--- src/rtl/apb2tl.sv ---
// apb2tl: APB3 completer bridged onto a TileLink-UL A/D channel pair.
// A single APB transfer becomes one Get or PutFullData on the 64-bit bus.
// Only one transaction is in flight at a time.

package tl_pkg;
  localparam int AW    = 32;  // TL address width
  localparam int DW    = 64;  // TL data width
  localparam int DBW   = DW / 8;
  localparam int SRCW  = 8;
  localparam int SINKW = 1;

  typedef logic [SRCW-1:0] source_t;

  // A-channel opcodes
  localparam logic [2:0] PUT_FULL_DATA    = 3'h0;
  localparam logic [2:0] PUT_PARTIAL_DATA = 3'h1;
  localparam logic [2:0] GET              = 3'h4;

  // D-channel opcodes
  localparam logic [2:0] ACCESS_ACK       = 3'h0;
  localparam logic [2:0] ACCESS_ACK_DATA  = 3'h1;

  typedef struct packed {
    logic [2:0]     opcode;
    logic [2:0]     param;
    logic [2:0]     size;
    source_t        source;
    logic [AW-1:0]  address;
    logic [DBW-1:0] mask;
    logic           corrupt;
    logic [DW-1:0]  data;
  } A_chan_bits_t;

  typedef struct packed {
    logic [2:0]       opcode;
    logic [2:0]       param;
    logic [2:0]       size;
    source_t          source;
    logic [SINKW-1:0] sink;
    logic             denied;
    logic             corrupt;
    logic [DW-1:0]    data;
  } D_chan_bits_t;
endpackage

module apb2tl #(
  parameter int                     APB_ADDR_WIDTH = 32,
  parameter int                     APB_DATA_WIDTH = 32,
  parameter logic [tl_pkg::AW-1:0]  ADDR_OFFSET    = '0,
  parameter tl_pkg::source_t        SOURCE_ID      = '0
) (
  input  logic                        clk_i,
  input  logic                        rst_i,
  // APB completer
  input  logic                        psel_i,
  input  logic                        penable_i,
  input  logic                        pwrite_i,
  input  logic [APB_ADDR_WIDTH-1:0]   paddr_i,
  input  logic [APB_DATA_WIDTH-1:0]   pwdata_i,
  output logic [APB_DATA_WIDTH-1:0]   prdata_o,
  output logic                        pready_o,
  output logic                        pslverr_o,
  // TileLink manager port
  output logic                        TL_A_valid_o,
  input  logic                        TL_A_ready_i,
  output tl_pkg::A_chan_bits_t        TL_A_bits_o,
  input  logic                        TL_D_valid_i,
  output logic                        TL_D_ready_o,
  input  tl_pkg::D_chan_bits_t        TL_D_bits_i
);

  import tl_pkg::*;

  typedef enum logic [1:0] {
    IDLE   = 2'd0,
    REQ    = 2'd1,
    WAIT_D = 2'd2,
    RESP   = 2'd3
  } state_e;

  state_e state_q, state_d;

  A_chan_bits_t              a_bits_q;   // request payload, frozen through REQ
  logic                      write_q;    // current transfer is a write
  logic                      hi_q;       // 32-bit lane is the upper half of the beat
  logic                      abort_q;    // initiator dropped psel mid-transfer
  logic [APB_DATA_WIDTH-1:0] rdata_q;
  logic                      err_q;

  logic                      setup;
  logic [AW-1:0]             paddr_ext;
  logic [AW-1:0]             tl_addr;
  logic [APB_DATA_WIDTH-1:0] d_lane;
  logic                      d_err;
  logic                      unused_d_fields;

  assign setup = psel_i && !penable_i;

  // Word-align the APB address, zero-extend it, then relocate into TL space.
  assign paddr_ext = AW'(paddr_i);
  assign tl_addr   = (paddr_ext & ~AW'(3)) + ADDR_OFFSET;

  // Pick the half of the returned beat that matches the requested lane.
  assign d_lane = hi_q ? TL_D_bits_i.data[63:32] : TL_D_bits_i.data[31:0];

  // Denied, corrupted data, or an ack of the wrong kind all surface as PSLVERR.
  always_comb begin
    d_err = TL_D_bits_i.denied;
    if (TL_D_bits_i.opcode == ACCESS_ACK_DATA && TL_D_bits_i.corrupt)
      d_err = 1'b1;
    if (write_q && TL_D_bits_i.opcode != ACCESS_ACK)
      d_err = 1'b1;
    if (!write_q && TL_D_bits_i.opcode != ACCESS_ACK_DATA)
      d_err = 1'b1;
  end

  // Response fields that carry no meaning for a single-beat bridge.
  assign unused_d_fields = ^{TL_D_bits_i.param, TL_D_bits_i.size,
                             TL_D_bits_i.source, TL_D_bits_i.sink};

  // State register.
  always_ff @(posedge clk_i) begin
    if (rst_i) state_q <= IDLE;
    else       state_q <= state_d;
  end

  // Next-state: setup -> issue A -> await D -> one-cycle APB completion.
  always_comb begin
    state_d = state_q;
    unique case (state_q)
      IDLE:    if (setup)        state_d = REQ;
      REQ:     if (TL_A_ready_i) state_d = WAIT_D;
      WAIT_D:  if (TL_D_valid_i) state_d = RESP;
      RESP:                      state_d = IDLE;
      default:                   state_d = IDLE;
    endcase
  end

  // Capture the APB setup phase into the A-channel payload.
  always_ff @(posedge clk_i) begin
    if (rst_i) begin
      a_bits_q <= '0;
      write_q  <= 1'b0;
      hi_q     <= 1'b0;
    end else if (state_q == IDLE && setup) begin
      write_q          <= pwrite_i;
      hi_q             <= paddr_i[2];
      a_bits_q.opcode  <= pwrite_i ? PUT_FULL_DATA : GET;
      a_bits_q.param   <= 3'd0;
      a_bits_q.size    <= 3'd2;
      a_bits_q.source  <= SOURCE_ID;
      a_bits_q.address <= tl_addr;
      a_bits_q.corrupt <= 1'b0;
      if (paddr_i[2]) begin
        a_bits_q.mask <= 8'hF0;
        a_bits_q.data <= {pwdata_i, 32'h0};
      end else begin
        a_bits_q.mask <= 8'h0F;
        a_bits_q.data <= {32'h0, pwdata_i};
      end
    end
  end

  // Remember an APB abort; the TL side still runs to completion.
  always_ff @(posedge clk_i) begin
    if (rst_i)
      abort_q <= 1'b0;
    else if (state_q == IDLE && setup)
      abort_q <= 1'b0;
    else if ((state_q == REQ || state_q == WAIT_D) && !psel_i)
      abort_q <= 1'b1;
  end

  // Latch read data and error status on the D handshake.
  always_ff @(posedge clk_i) begin
    if (rst_i) begin
      rdata_q <= '0;
      err_q   <= 1'b0;
    end else if (state_q == WAIT_D && TL_D_valid_i) begin
      rdata_q <= write_q ? '0 : d_lane;
      err_q   <= d_err;
    end
  end

  // Outputs are pure functions of state so A-valid and D-ready never overlap.
  always_comb begin
    TL_A_valid_o = (state_q == REQ);
    TL_D_ready_o = (state_q == WAIT_D);
    TL_A_bits_o  = a_bits_q;
    pready_o     = (state_q == RESP) && !abort_q;
    prdata_o     = pready_o ? rdata_q : '0;
    pslverr_o    = pready_o ? err_q   : 1'b0;
  end

`ifndef SYNTHESIS
  a_d_exclusive : assert property (@(posedge clk_i) disable iff (rst_i)
    !(TL_A_valid_o && TL_D_ready_o));
  a_hold_valid  : assert property (@(posedge clk_i) disable iff (rst_i)
    TL_A_valid_o && !TL_A_ready_i |=> TL_A_valid_o);
  a_hold_bits   : assert property (@(posedge clk_i) disable iff (rst_i)
    TL_A_valid_o && !TL_A_ready_i |=> TL_A_bits_o == $past(TL_A_bits_o));
  resp_one_cyc  : assert property (@(posedge clk_i) disable iff (rst_i)
    pready_o |=> !pready_o);
`endif

endmodule

--- config.mk ---
export PLATFORM = sky130hd
export DESIGN_NAME = apb2tl
export DESIGN_NICKNAME = d
export VERILOG_FILES = /design/src/rtl/apb2tl.sv
export SDC_FILE = /design/constraint.sdc
export NUM_CORES = 1
export LEC_CHECK = 0
export CORE_AREA = 2 2 122 124
export CTS_BUF_LIST = sky130_fd_sc_hd__clkbuf_8
export CTS_CLUSTER_SIZE = 10
export DETAILED_ROUTE_END_ITERATION = 8
export DIE_AREA = 0 0 124 126
export HOLD_SLACK_MARGIN = 0.06
export PLACE_DENSITY = 0.82
export SLEW_MARGIN = 5
export SYNTH_ARGS = -nofsm -noshare
export SYNTH_HDL_FRONTEND = slang
export SYNTH_SLANG_ARGS = --single-unit
--- constraint.sdc ---
create_clock -name clk_i -period 4 [get_ports clk_i]
set_input_delay 1 -clock clk_i [delete_from_list [all_inputs] [get_ports clk_i]]
set_output_delay 1 -clock clk_i [all_outputs]
set_load 0.005 [all_outputs]
Figure 1. Cell sizes after repair (run 1).
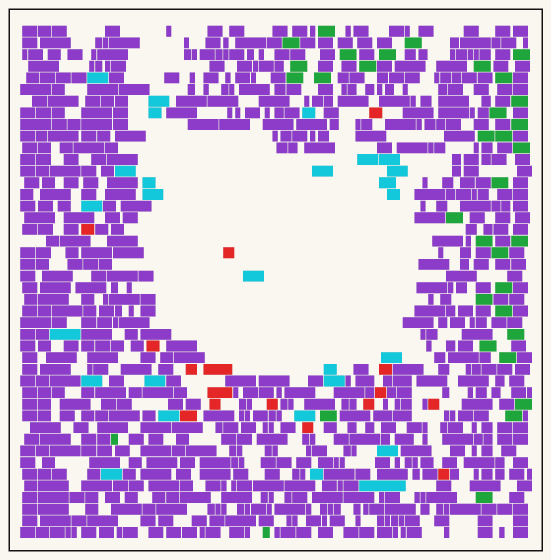
legend:
  x1 and smaller:
    colour: purple
    cells: 718
  x3 and x4:
    colour: red
    cells: 16
  x6 and larger:
    colour: cyan
    cells: 27
  x2:
    colour: green
    cells: 35

Figure 2. Wires at chosen ports, followed through buffers (run 1).
Scale bar: 20 um.
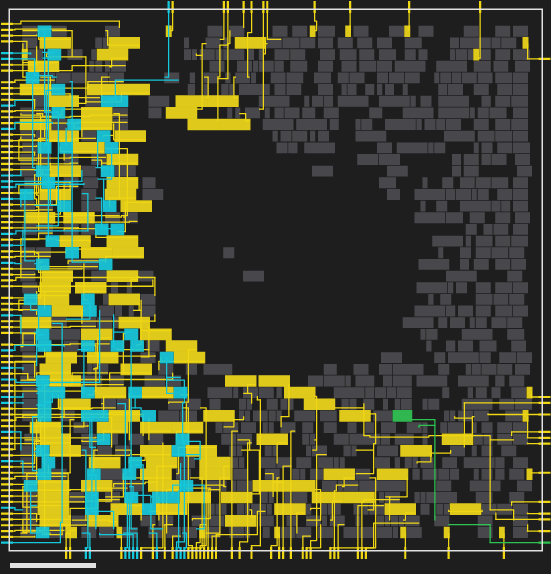
legend:
  pwdata_i:
    colour: cyan
    direction: input
    edge: 21 left, 10 bottom, 1 top
    end_cells: 64
    buffers: 32
    wire: 1040 um
  TL_A_bits_o:
    colour: yellow
    direction: output
    edge: 65 left, 34 bottom, 12 right, 11 top
    end_cells: 115
    buffers: 104
    wire: 3450 um
  TL_A_valid_o:
    colour: green
    direction: output
    edge: right
    end_cells: 1
    buffers: 1
    wire: 58.8 um

Figure 3. Cell classes on the final placement (run 1).
Fill, decap, tap and diode cells in grey.
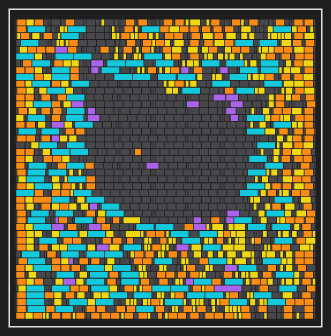
legend:
  registers:
    colour: cyan
    cells: 134
    share_of_their_area: 33%
  remaining logic cells:
    colour: yellow
    cells: 343
    share_of_their_area: 28%
  remaining buffers and delay cells:
    colour: orange
    cells: 287
    share_of_their_area: 35%
  clock drivers and dummy loads:
    colour: purple
    cells: 32
    share_of_their_area: 4.7%

Figure 4. Placed standard cells (run 1).
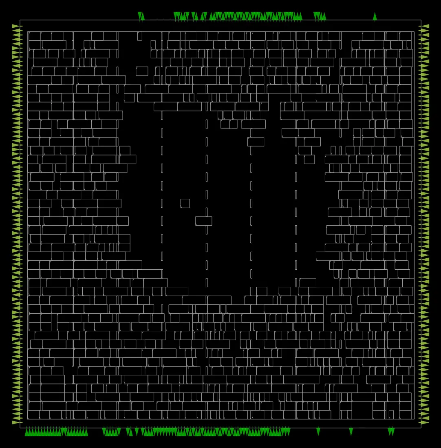
tap cells: 184
end-of-flow core utilization: 58.7%

==> notes.org, run 1 <==
* Implementation run

** Status
- The flow ran to the end, and the final reports show no timing, DRC or antenna violations.

** Global routing
- Global-route met2 utilization :: 32.5%
- The global routing report lists met1 layer usage as between 20% and 30%.

** Routing
- Detailed-routing wirelength on met1 :: 5920 um
- Via count of the routed design :: 4727

** Final timing
- Setup total negative slack :: 0 ns
- The most critical hold endpoint after final layout shows a slack of 0.456 ns.

** Layout
- Across the whole layout, storage elements account for roughly 2700 um2.
- Design area :: 8400 um2
- Multi-input gate area :: ~2200 um2
- The layout has 1218 filler cells.
- Per the final layout report, the fraction of cells sized above drive strength 1 comes to 9.80%.
- The fraction of cell area in multi-input combinational cells is reported as 26.5%.
- Final Net Count :: about 940

** Floorplan
- Chip footprint :: ~16000 um2
- After floorplanning, the core was sized to cover ~14000 um2.
- For this design the top-level I/O count stands at roughly 310.

** Job
- OpenROAD warning count :: approximately 47
- The report counts max-capacitance violations totalling 0.

** Min path
- Tightest Hold Check Type :: flop to flop

** Synthesis
- The synthesis report lists the most area-consuming cells as sky130_fd_sc_hd__dfxtp_1, sky130_fd_sc_hd__a22o_1, sky130_fd_sc_hd__mux2_2.
- Xor+xnor area frac :: 0%
- Yosys reports that the most numerous cell types are sky130_fd_sc_hd__dfxtp_1, sky130_fd_sc_hd__a22o_1, sky130_fd_sc_hd__nand2_1, sky130_fd_sc_hd__nor2_1, sky130_fd_sc_hd__a21oi_1.
- Cell count listed in synth_stat.txt :: roughly 530
- Prevailing post-synth register cell :: sky130_fd_sc_hd__dfxtp_1

** Clock network
- Total of cells resized after clock tree synthesis :: 0

** Worst setup path
- Max incr delay on CP :: roughly 0.52 ns
- Chain of cells forming the critical path :: ha_1 > nor2b_1 > buf_4 > and2_1 > clkdlybuf4s50_1

** Placement
- After detailed placement, the design holds a cell count of approximately 950.
- Routability cong. :: 0.783
Figure 5. Metal layers overlaid (run 1).
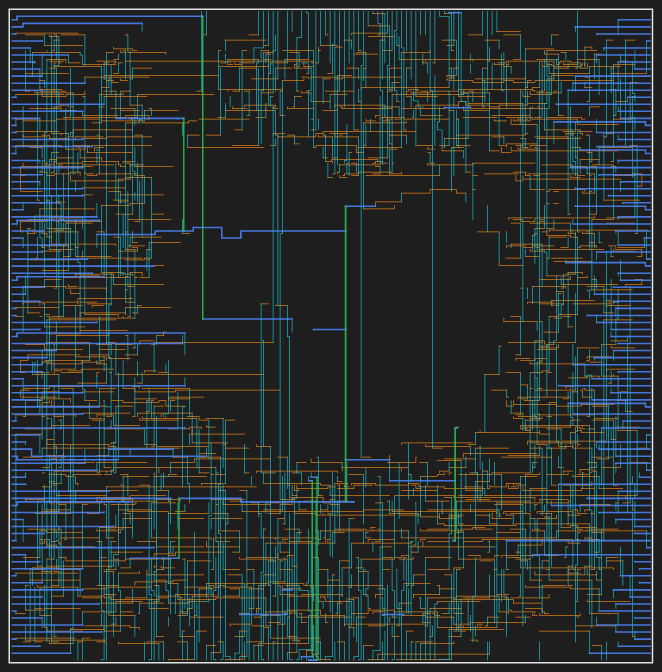

==> run 1 -> run 2 <==
--- a/config.mk
+++ b/config.mk
@@ -5,13 +5,13 @@
 export SDC_FILE = /design/constraint.sdc
 export NUM_CORES = 1
 export LEC_CHECK = 0
-export CORE_AREA = 2 2 122 124
+export CORE_AREA = 2 2 123 125
 export CTS_BUF_LIST = sky130_fd_sc_hd__clkbuf_8
 export CTS_CLUSTER_SIZE = 10
 export DETAILED_ROUTE_END_ITERATION = 8
-export DIE_AREA = 0 0 124 126
+export DIE_AREA = 0 0 125 127
 export HOLD_SLACK_MARGIN = 0.06
-export PLACE_DENSITY = 0.82
+export PLACE_DENSITY = 0.81
 export SLEW_MARGIN = 5
 export SYNTH_ARGS = -nofsm -noshare
 export SYNTH_HDL_FRONTEND = slang
==> constraint.sdc (replaced) <==
create_clock -name clk_i -period 3.2 [get_ports clk_i]
set_input_delay 0.8 -clock clk_i [delete_from_list [all_inputs] [get_ports clk_i]]
set_output_delay 0.8 -clock clk_i [all_outputs]
set_load 0.005 [all_outputs]
Figure 6. Metal layers overlaid (run 2).
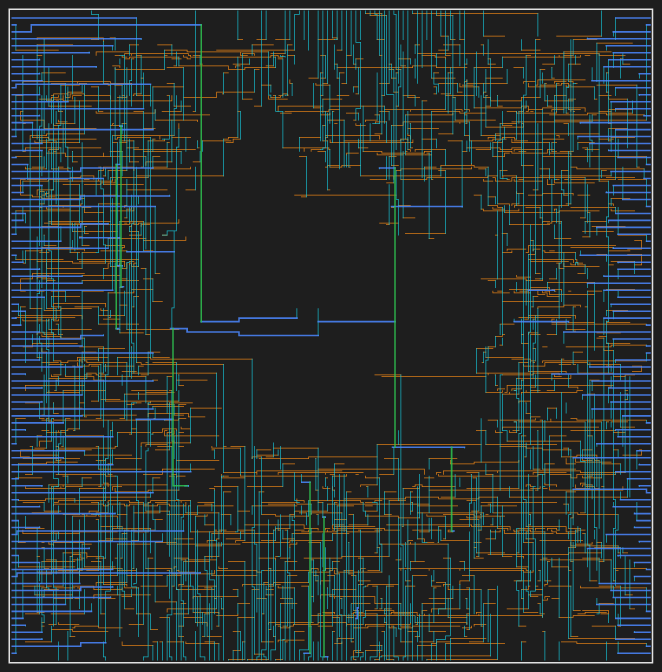
legend:
  M4:
    colour: green
    wire_length: 286 um
  M3:
    colour: blue
    wire_length: 1890 um
  M1:
    colour: orange
    wire_length: 6010 um
  M2:
    colour: cyan
    wire_length: 7470 um

==> notes.org, run 2 <==
* Implementation run

** Worst setup path
- The maximum single-stage delay on the critical path is 0.51 ns (about the same).
- Chain of cells forming the critical path :: ha_1 > nor2b_2 > buf_4 > and2_1 > clkdlybuf4s50_1
- Slowest cell on crit path :: sky130_fd_sc_hd__clkdlybuf4s50_1
- Top Family by Delay on Critical Path :: buffers and inverters
- In this run the critical register-to-register path is launched from state_q[0].

** Layout
- Combinational share of cell area :: 26.5% (about the same)
- Between the synthesized netlist and the finished layout, the area growth was recorded as 60.2%.
- Non-clk bufs :: around 290
- The final core area utilization was 58.3% (-0.36 points).
- The fill cell instance count of the final layout is 1279 (+5.0%).
- Design area :: 8410 um2 (+0.15%)
- Final Net Count :: 943 (unchanged)
- Share of cells above drive strength 1 :: 10.1% (+0.25 points)
- Multi-input gate area :: 2230 um2 (+0.11%)
- The storage element area came to 2680 um2 (unchanged).

** Synthesis
- The synthesis report lists the most area-consuming cells as sky130_fd_sc_hd__dfxtp_1, sky130_fd_sc_hd__a22o_1, sky130_fd_sc_hd__mux2_2.
- Simple-Gate Fraction of Synth Area :: a little over an eighth
- Sorting the synthesized cells by how often they occur yields sky130_fd_sc_hd__dfxtp_1, sky130_fd_sc_hd__a22o_1, sky130_fd_sc_hd__nand2_1, sky130_fd_sc_hd__nor2_1, sky130_fd_sc_hd__a21oi_1.
- Prevailing post-synth register cell :: sky130_fd_sc_hd__dfxtp_1
- The xor/xnor cell area share of the yosys netlist came to 0% (unchanged).
- In this run the biggest area consumer among cell types represents between 50 and 60% of the synthesized area.

** Floorplan
- The top-level port count came to 313 (unchanged).
- The placeable core area was 14400 um2 (+0.77%).
- The tap cell instance count was 184 (unchanged).
- Chip footprint :: 15900 um2 (+1.6%)
- Overall die height :: 127 um

** Job
- OpenROAD warning count :: 47 (unchanged)
- The count of max-cap constraint violations is 0 (unchanged).

** Global routing
- Via count of the first global-routing pass :: around 4800
- Global-route met2 utilization :: 32.4% (-0.19 points)

** Min path
- The most critical min-delay path falls under flop to flop.

** Clock network
- Total of cells resized after clock tree synthesis :: 0 (unchanged)
- Hold_buf cts :: 0
- Insertion delay of the later-clocked pin in the worst-skew pair :: roughly 0.43 ns

** Placement
- Post-DP HPWL :: between 10000 and 15000 um
- Routability cong. :: 0.743 (-5.1%)

** Final timing
- The worst slack on hold paths was 0.456 ns (-0.000720 ns).
- Setup repair after global routing left no endpoint under its margin.
- The final total negative setup slack was 0 ns (unchanged).

** Pwr
- Of the total power, the clock network draws around 33%.
- Across the VDD grid, the largest voltage drop is about 0.42 mV.
- Pwr top :: sequential cells
- Total power for the finished layout comes to ~4400 uW.

** Routing
- Via count of the routed design :: 4780 (+1.1%)
- The total routed wire length on the met1 layer was 6010 um (+1.6%).

** Status
- Outcome :: complete, no violations
Figure 7. Cell classes on the final placement (run 2).
Fill, decap, tap and diode cells in grey.
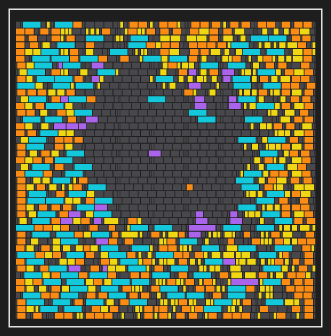
legend:
  registers:
    colour: cyan
    cells: 134
    share_of_their_area: 33%
  remaining logic cells:
    colour: yellow
    cells: 343
    share_of_their_area: 27%
  clock drivers and dummy loads:
    colour: purple
    cells: 32
    share_of_their_area: 5.0%
  remaining buffers and delay cells:
    colour: orange
    cells: 287
    share_of_their_area: 35%

Power is estimated from default activity; no workload was simulated.
